File: config.mk
export PLATFORM = sky130hd
export DESIGN_NAME = univ_counter
export DESIGN_NICKNAME = d
export VERILOG_FILES = /design/src/rtl/univ_counter.sv
export SDC_FILE = /design/constraint.sdc
export NUM_CORES = 1
export LEC_CHECK = 0
export CORE_ASPECT_RATIO = 1.2
export CORE_MARGIN = 2
export CORE_UTILIZATION = 50
export CTS_CLUSTER_DIAMETER = 100
export DETAILED_ROUTE_END_ITERATION = 8
export PLACE_DENSITY = 0.9
export SETUP_SLACK_MARGIN = 0.4
export SYNTH_ARGS = -nofsm -noshare
export SYNTH_HDL_FRONTEND = slang
export SYNTH_SLANG_ARGS = --single-unit
File: constraint.sdc
create_clock -name clk -period 3.15 [get_ports clk]
set_clock_uncertainty 0.2 [all_clocks]
set_input_delay 0.315 -clock clk [delete_from_list [all_inputs] [get_ports clk]]
set_output_delay 0.315 -clock clk [all_outputs]
set_load 0.02 [all_outputs]
File: src/rtl/univ_counter.sv
// Parametrised universal up/down counter slice with load, modulus wrap and active-low ripple carry.
// Optional sticky wrap flag `ovf` is built only when UNIV_COUNTER_OVF_EN is defined.
module univ_counter #(
    parameter int     WIDTH   = 8,
    parameter longint MODULUS = 0
) (
    input  logic             clk,
    input  logic             reset,
    input  logic [1:0]       sel,
    input  logic [WIDTH-1:0] d,
    input  logic             nCryIn,
    output logic [WIDTH-1:0] q,
    output logic             nCryOut
`ifdef UNIV_COUNTER_OVF_EN
    ,
    output logic             ovf
`endif
);

    localparam logic [1:0] SEL_LOAD = 2'd0;
    localparam logic [1:0] SEL_DEC  = 2'd1;
    localparam logic [1:0] SEL_INC  = 2'd2;

    // Largest value in the count sequence; MODULUS of 0 means the natural 2**WIDTH wrap.
    localparam logic [WIDTH-1:0] TOP = (MODULUS == 0) ? {WIDTH{1'b1}} : WIDTH'(MODULUS - 1);

    logic [WIDTH-1:0] q_reg;
    logic [WIDTH-1:0] q_next;
    logic             ci;
    logic             co;
    logic             at_top;
    logic             at_zero;

    assign ci      = ~nCryIn;
    assign at_top  = (q_reg >= TOP);
    assign at_zero = (q_reg == '0);

    // Carry depends only on the current value, mode and carry-in, never on d or q_next.
    always_comb begin
        q_next = q_reg;
        co     = 1'b0;
        case (sel)
            SEL_LOAD: begin
                q_next = d;
                co     = 1'b1;
            end
            SEL_DEC: begin
                co = ci & at_zero;
                if (ci) begin
                    q_next = at_zero ? TOP : (q_reg - WIDTH'(1'b1));
                end
            end
            SEL_INC: begin
                co = ci & at_top;
                if (ci) begin
                    q_next = at_top ? '0 : (q_reg + WIDTH'(1'b1));
                end
            end
            default: ;
        endcase
    end

    always_ff @(posedge clk) begin
        if (reset) begin
            q_reg <= '0;
        end else begin
            q_reg <= q_next;
        end
    end

    assign q       = q_reg;
    assign nCryOut = reset | ~co;

`ifdef UNIV_COUNTER_OVF_EN
    logic ovf_reg;
    logic ovf_next;
    logic wrap;

    // A wrap is a carry/borrow while counting; LOAD also asserts co but is not a wrap.
    assign wrap = co & (sel == SEL_INC || sel == SEL_DEC);

    always_comb begin
        ovf_next = ovf_reg;
        if (sel == SEL_LOAD) begin
            ovf_next = 1'b0;
        end else if (wrap) begin
            ovf_next = 1'b1;
        end
    end

    always_ff @(posedge clk) begin
        if (reset) begin
            ovf_reg <= 1'b0;
        end else begin
            ovf_reg <= ovf_next;
        end
    end

    assign ovf = ovf_reg;
`endif

endmodule

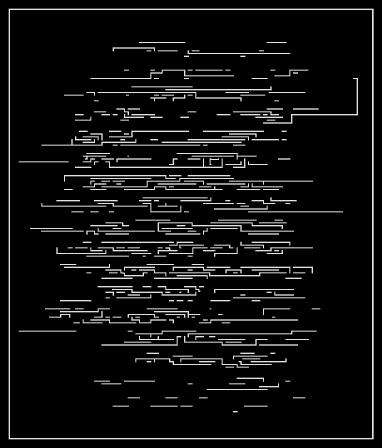
layer_met1.png
wire length on this layer: 1,060 um
main direction: horizontal
longest straight run: 13.8 um
WL final: 2530 um
M1 GR Usage: 30.6%
DR vias: 1,044

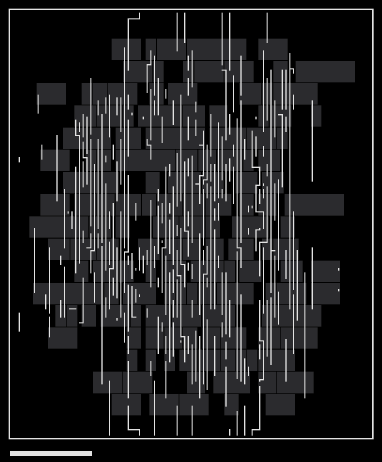
layer_met2.png
Scale bar: 10 um. Cells faint in the background.
nets with wire on the layer: 134
longest straight run: 31.3 um
share of all routed wire: 47%
M2 GR Usage: 39.7%

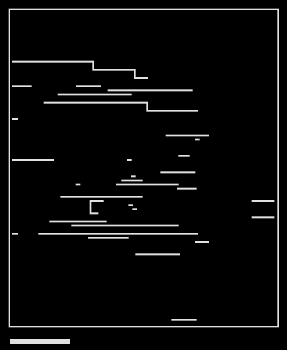
layer_met3.png
Scale bar: 10 um.
wire length on this layer: 222 um
longest straight run: 26.2 um
share of all routed wire: 8.8%
nets with wire on the layer: 21
met3 usage: 7.24%

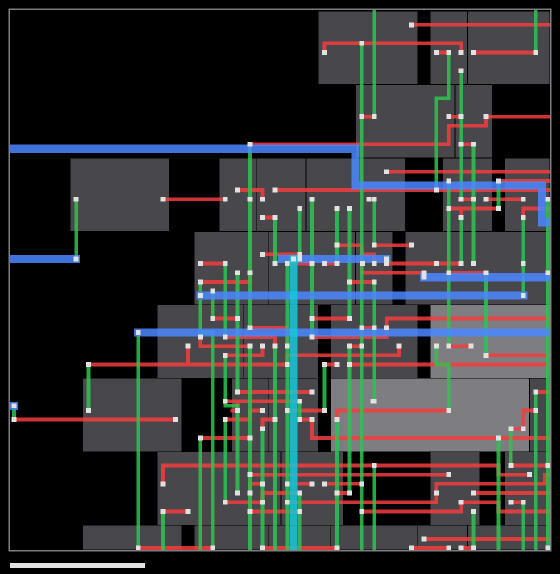
detail.png
Scale bar: 5 um. Region (1, 29) to (21, 49) um. Cells in gray, sequential cells in the stronger gray; small squares are vias.
legend:
  green:
    layer: metal 2
  cyan:
    layer: metal 4
  blue:
    layer: metal 3
  red:
    layer: metal 1
netlist names of flops here include: q (2)
cells with their middle in the window: 25
most frequent: clkdlybuf4s50_1 (5), nor2_1 (3)
sequential cells in the window: 2

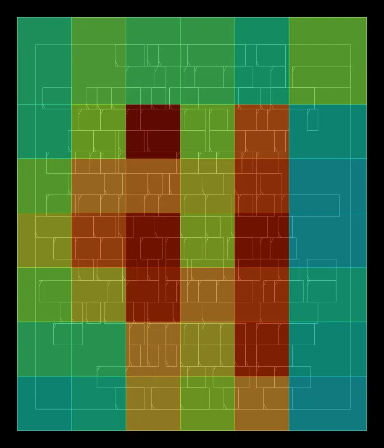
congestion.png
GR Util All Layers: 24.9%
GRT busiest layer: met2
wire per inst: 15.8 um
Layout Utilization: 63.4%

==> results.txt <==
Adder Share, Synth = 7.68%
Yosys chip area = 977 um2
post-DP HPWL = 1840 um
Synth Area in Simple Gates = 28.7%
Antenna Nets Post-Route = 0
Worst Hold Class = reg2reg
drt via density = 6.53
placed cells = 157
slowest CP cell = or4_4
buffering overhead = 22.2%
num ports = 22
Setup violations, final = 0
Iter 0 DRT Violations = 35
Largest Pwr Group = combinational logic
Synth area leaders = dfxtp_1 (16%), ha_1 (7.7%), clkbuf_8 (5.6%), nand2_1 (3.8%), nor2_1 (3.8%)
clk latency late pin = 0.26 ns
leakage power = 0.441 nW
Ys Warns = 0
fmax = 394 MHz
internal power = 257 uW
Critical Path RT = 2.63 ns
Net Sw Frac = 38.7%
Mapped Nets = 141
Clock Tree Buf Depth = 2
CP startpoint kind = register
non-filler cells, final = 160
cts repair resizes = 6
core area = 0.00185 mm2
Post-synth seq share = 16.4%
ys cells = 122
Worst-Margin Slew = 0.480 ns
top post-synthesis cells by count = nand2_1 (10), nor2_1 (10), dfxtp_1 (8)
Post-DP Area = 0.00114 mm2
Clock power frac = 19.7%
Yosys top cell by area = dfxtp_1
mi-comb count = 96
Synth Area in Compound Gates = 30.5%
Final Total Pwr = 418 uW
critical path endpoint category = output port
fin. max-slew vios = 0
first-pass GRT wire length = 4370 um
Fill cells = 158
OpenROAD warning count = 30
final setup margin = 0.614 ns
Setup TNS = 0 ns
n_diodes = 0
status = completed
combinational share of power = 49.5%
Dominant flop cell = dfxtp_1
Well Taps = 19
CP Max Fanout = 11
## layer usage
metal | vias up | share of wire [%] | GRT usage [%]
met5 | - | 0 | 0
met4 | 0 | 2.6 | 10.6
met3 | 12 | 8.7 | 7.24
met2 | 51 | 47 | 39.7
met1 | 480 | 42 | 30.6
li1 | 501 | - | -
## final timing paths
| kind | from | endpoint | slack [ns] | depth (start not counted) |
|---|---|---|---|---|
| worst min register to register | q[4] | q[4] | 0.34 | 2 |
| worst max-delay path | q[4] | nCryOut | 0.61 | 5 |
| worst max register to register | q[4] | q[0] | 0.95 | 4 |
| worst min-delay path | q[4] | q[4] | 0.34 | 2 |
Power is estimated from default activity; no workload was simulated.
